--- src/rtl/rgb_to_palette_index_pkg.sv ---
// Shared definitions for the RGB-to-palette quantizer.
// Contents: channel/index/distance widths, the controller state enum and the
// power-on palette that the table reloads on reset.
package rgb_to_palette_index_pkg;

  localparam int unsigned CH_W      = 4;
  localparam int unsigned IDX_W     = 4;
  localparam int unsigned DIST_W    = 6;
  localparam int unsigned RGB_W     = 3 * CH_W;
  localparam int unsigned N_ENTRIES = 1 << IDX_W;

  typedef enum logic [1:0] {
    StIdle,
    StSearch,
    StDone
  } state_e;

  // Entry 0 is listed first.
  localparam logic [RGB_W-1:0] DEFAULT_PALETTE [N_ENTRIES] = '{
    12'hE5F, 12'h3DD, 12'hF0F, 12'hCED,
    12'hC43, 12'h875, 12'h1D5, 12'hFFF,
    12'h6A9, 12'h9EB, 12'hE33, 12'h2A5,
    12'h5C8, 12'h2C6, 12'h2C6, 12'hAAA
  };

endpackage

--- src/rtl/rgb_manhattan_dist.sv ---
// Combinational Manhattan distance between two packed {r,g,b} colours.
// Ports:
//   a_i    - first colour, {r,g,b} at CH_W bits each
//   b_i    - second colour, same packing
//   dist_o - |dr| + |dg| + |db| (at most 45 for 4-bit channels)
module rgb_manhattan_dist
  import rgb_to_palette_index_pkg::*;
(
  input  logic [RGB_W-1:0]  a_i,
  input  logic [RGB_W-1:0]  b_i,
  output logic [DIST_W-1:0] dist_o
);

  function automatic logic [CH_W-1:0] abs_diff(input logic [CH_W-1:0] x,
                                                input logic [CH_W-1:0] y);
    return (x >= y) ? (x - y) : (y - x);
  endfunction

  logic [CH_W-1:0] d_r, d_g, d_b;

  always_comb begin
    d_r    = abs_diff(a_i[2*CH_W +: CH_W], b_i[2*CH_W +: CH_W]);
    d_g    = abs_diff(a_i[CH_W +: CH_W],   b_i[CH_W +: CH_W]);
    d_b    = abs_diff(a_i[0 +: CH_W],      b_i[0 +: CH_W]);
    dist_o = DIST_W'(d_r) + DIST_W'(d_g) + DIST_W'(d_b);
  end

endmodule

--- src/rtl/rgb_to_palette_index.sv ---
// Nearest-colour palette quantizer.
// Accepts one 12-bit pixel in IDLE, scans the 16-entry palette one entry per
// cycle (SEARCH), then presents the lowest-index nearest entry and its
// Manhattan distance in DONE until the consumer takes it.
// Ports:
//   Clk, Reset_n         - clock, asynchronous active-low reset
//   in_valid/in_ready    - pixel handshake, in_rgb = {r,g,b}
//   out_valid/out_ready  - result handshake, out_index / out_dist
//   pal_we/addr/data     - palette write port (rejected while searching)
//   pal_wr_err           - one-cycle pulse after a rejected write
module rgb_to_palette_index
  import rgb_to_palette_index_pkg::*;
#(
  parameter bit EARLY_EXIT = 1'b1
) (
  input  logic              Clk,
  input  logic              Reset_n,
  input  logic              in_valid,
  output logic              in_ready,
  input  logic [RGB_W-1:0]  in_rgb,
  output logic              out_valid,
  input  logic              out_ready,
  output logic [IDX_W-1:0]  out_index,
  output logic [DIST_W-1:0] out_dist,
  input  logic              pal_we,
  input  logic [IDX_W-1:0]  pal_addr,
  input  logic [RGB_W-1:0]  pal_data,
  output logic              pal_wr_err
);

  localparam logic [IDX_W-1:0] LastIdx = '1;

  state_e             state_q, state_d;
  logic [RGB_W-1:0]   pal_q [N_ENTRIES];
  logic [RGB_W-1:0]   pix_q, pix_d;
  logic [IDX_W-1:0]   idx_q, idx_d;
  logic [IDX_W-1:0]   best_idx_q, best_idx_d;
  logic [DIST_W-1:0]  best_dist_q, best_dist_d;
  logic [IDX_W-1:0]   out_index_q, out_index_d;
  logic [DIST_W-1:0]  out_dist_q, out_dist_d;
  logic               pal_wr_err_q, pal_wr_err_d;
  logic [DIST_W-1:0]  cand_dist;
  logic               pal_write;

  rgb_manhattan_dist u_dist (
    .a_i    (pix_q),
    .b_i    (pal_q[idx_q]),
    .dist_o (cand_dist)
  );

  assign pal_write = pal_we && (state_q != StSearch);

  always_ff @(posedge Clk or negedge Reset_n) begin
    if (!Reset_n) begin
      for (int i = 0; i < int'(N_ENTRIES); i++) begin
        pal_q[i] <= DEFAULT_PALETTE[i];
      end
    end else if (pal_write) begin
      pal_q[pal_addr] <= pal_data;
    end
  end

  always_comb begin
    state_d      = state_q;
    pix_d        = pix_q;
    idx_d        = idx_q;
    best_idx_d   = best_idx_q;
    best_dist_d  = best_dist_q;
    out_index_d  = out_index_q;
    out_dist_d   = out_dist_q;
    pal_wr_err_d = pal_we && (state_q == StSearch);

    unique case (state_q)
      StIdle: begin
        if (in_valid) begin
          pix_d       = in_rgb;
          idx_d       = '0;
          best_idx_d  = '0;
          best_dist_d = '1;
          state_d     = StSearch;
        end
      end
      StSearch: begin
        // Strictly smaller only, so ties keep the lower index.
        if (cand_dist < best_dist_q) begin
          best_idx_d  = idx_q;
          best_dist_d = cand_dist;
        end
        idx_d = idx_q + 1'b1;
        if ((idx_q == LastIdx) || (EARLY_EXIT && (cand_dist == '0))) begin
          out_index_d = best_idx_d;
          out_dist_d  = best_dist_d;
          state_d     = StDone;
        end
      end
      StDone: begin
        if (out_ready) begin
          state_d = StIdle;
        end
      end
      default: state_d = StIdle;
    endcase
  end

  always_ff @(posedge Clk or negedge Reset_n) begin
    if (!Reset_n) begin
      state_q      <= StIdle;
      pix_q        <= '0;
      idx_q        <= '0;
      best_idx_q   <= '0;
      best_dist_q  <= '1;
      out_index_q  <= '0;
      out_dist_q   <= '0;
      pal_wr_err_q <= 1'b0;
    end else begin
      state_q      <= state_d;
      pix_q        <= pix_d;
      idx_q        <= idx_d;
      best_idx_q   <= best_idx_d;
      best_dist_q  <= best_dist_d;
      out_index_q  <= out_index_d;
      out_dist_q   <= out_dist_d;
      pal_wr_err_q <= pal_wr_err_d;
    end
  end

  assign in_ready   = (state_q == StIdle);
  assign out_valid  = (state_q == StDone);
  assign out_index  = out_index_q;
  assign out_dist   = out_dist_q;
  assign pal_wr_err = pal_wr_err_q;

endmodule

--- config.mk ---
export PLATFORM = sky130hd
export DESIGN_NAME = rgb_to_palette_index
export DESIGN_NICKNAME = d
export VERILOG_FILES = /design/src/rtl/rgb_to_palette_index_pkg.sv /design/src/rtl/rgb_manhattan_dist.sv /design/src/rtl/rgb_to_palette_index.sv
export SDC_FILE = /design/constraint.sdc
export NUM_CORES = 1
export LEC_CHECK = 0
export CAP_MARGIN = 20
export CELL_PAD_IN_SITES_DETAIL_PLACEMENT = 0
export CELL_PAD_IN_SITES_GLOBAL_PLACEMENT = 1
export CORE_MARGIN = 4
export CORE_UTILIZATION = 46
export CTS_CLUSTER_SIZE = 30
export DETAILED_ROUTE_END_ITERATION = 6
export GPL_ROUTABILITY_DRIVEN = 0
export HOLD_SLACK_MARGIN = 0.06
export PLACE_DENSITY = 0.81
export SKIP_LAST_GASP = 1
export SLEW_MARGIN = 20
export SYNTH_ARGS = -nofsm -noshare
export SYNTH_HDL_FRONTEND = slang
export SYNTH_SLANG_ARGS = --single-unit
export TNS_END_PERCENT = 30
--- constraint.sdc ---
create_clock -name Clk -period 6.1 [get_ports Clk]
set_input_delay 1.22 -clock Clk [delete_from_list [all_inputs] [get_ports Clk]]
set_output_delay 1.22 -clock Clk [all_outputs]
set_load 0.1 [all_outputs]
==> Changelog: implementation <==
### Metrics

* Outcome: finished clean
* Via count at 7443
* CLK BUF at 42
* Routed WL per cell at 21.5 µm
* Top Layout Cells: mux2_2, dfstp_2, dfrtp_1
* DRC Markers at 0
* RR Startpoint: idx_q[0]$_DFFE_PN0P_
* Max-slew headroom at 0.226
* Total of max-cap violations at 0
* Initial antenna violation count at 0
* Largest register FFs at 192
* Xor/xnor share at 0.00737
* Hold WC Path Type: flop to flop
* Cell resize tally after clock tree synthesis at 8
* Total grt overflow at 0
* Sequential cell area share at 0.417
* Num ports at 46
* Final core occ at 0.561
* Worst setup EP type: flop
* Dominant cell type by area after synthesis: dfstp_2
* Vias in the first global route at 7921
* Clock sinks at 231
* #FFs+latches synth at 231
* Final Setup Violations at 0
* Yosys Chip Area at 11900 µm²
* Top reg by flops: pal_q
* Buf+Inv Stages, Crit Path at 3
* FP Util at 0.469
* Number of synthesis warnings at 0
* Worst path max stage delay at 0.52 ns
* Final worst path period share at 0.979
* Worst-case hold slack at 0.501 ns
* R2r endpoint: out_index[3]$_DFFE_PN0P_
* Vias per std cell at 5.64
* Die Ht at 169 µm
* Bufs on Longest Clock Path at 3
* # Taps at 330
* Synthesized Nets at 946
* Hold Path Depth at 1
* DIE AREA at 28500 µm²
* Global-route wire length before repair at 45200 µm
* Post-synth cell types at 50
* Number of iterations in the first detailed-routing pass at 5
* Final wirelength at 28300 µm
* EDFF count, synth at 0
* Final Hold Viols at 0
* Postcts setup bufs at 3
* Count of non-CTS inverters in the layout at 29
* Post-Route Setup TNS at 0 ns
* CTS Root Cell: clkbuf_16
* CP startpoint: idx_q[0]$_DFFE_PN0P_
* Pre-CTS WS at -0.193 ns
* Final clock-cell share at 0.0571
* Antenna diodes at 0
* Fillers at 2023
* CP delay by family, top: AND-OR/OR-AND gates
* Critical Path RT at 6.50 ns
* Slowest-stage cell, CP: mux4_2
* Share of cells above drive strength 1 at 0.533
* Final Slew Violations at 0
* Simple-Gate Fraction of Synth Area at 0.0374
* Max Freq at 0.167 GHz
* Total placed cells including tap cells at 1263
* Bufs w/o clock at 126
* Placed inst area at 13100 µm²
* Post-synthesis average cell area at 13.7 µm²
* # nets final at 1046
* Post-Syn Area at 11900 µm²
* Worst setup endpoint: out_index[3]$_DFFE_PN0P_
* Register share after synthesis at 0.498
* Flop2flop setup slack at 0.13 ns
* Clock-pin slew on the worst setup and hold paths at 0.06 ns
* Synth Instances at 870
* Yosys top cell by instances: mux2_2
* Logic share of the area at 0.410
* Number of logic gates at 556
* Design area at 14200 µm²
* Min cycle time layout at 5.97 ns
* CTS tree: yes
* # Cells Yosys at 870
* Post-detail-place hpwl at 18400 µm
[per-layer routing]
layer	wire length, µm	GRT usage	up-vias
met5	0	0	-
met4	496	0.0395	0
met3	1060	0.0299	34
met2	13800	0.337	134
met1	12900	0.281	3894
li1	-	-	3381
[cell families after synthesis]
logic type | Yosys count
fa+ha+maj | 43
xor+xnor | 10
compound gates | 117
flops | 231
buf+inv | 84
simple gates | 87
mux | 298
Clock network drawn from the DEF:
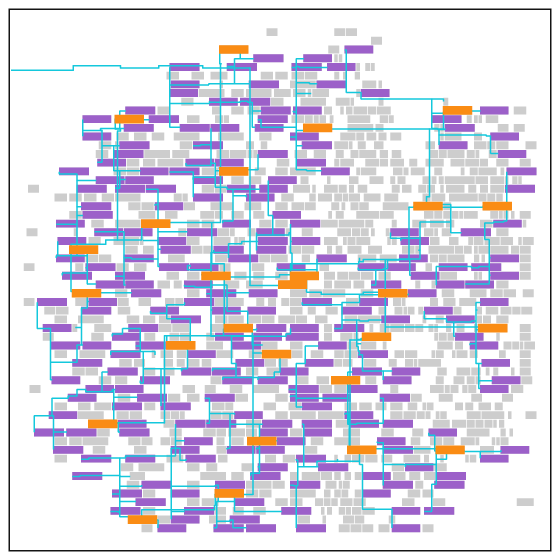
Key: clock wires = cyan [length 2970 µm]; flip-flops = purple [count 231]; cells driving clock nets = orange [count 26]
Position of the flops: spread over the die. There are 27 routed clock nets.

Clock wiring as the flow saved it:
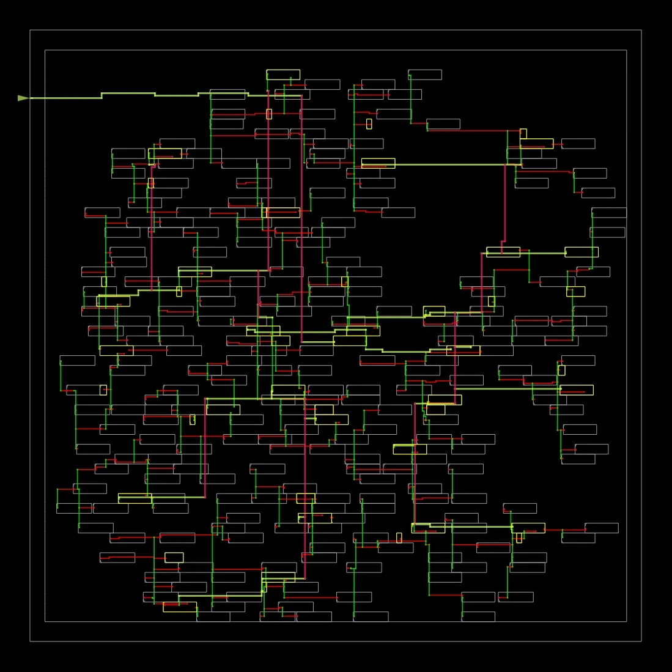
Late-Pin Clk Latency: 0.54 ns

Drive-strength map:
The bar under the picture is 50 µm long.
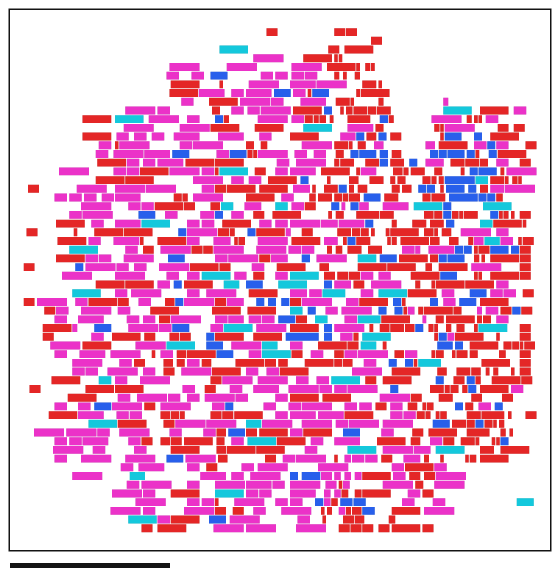
Key: drive 2 = magenta [cells 374, share 38%, most used mux2_2]; drive 6 and up = cyan [cells 44, share 4.4%, most used clkbuf_16]; drive 3 to 4 = blue [cells 110, share 11%, most used buf_4]; drive 1 or less = red [cells 462, share 47%, most used dfrtp_1]

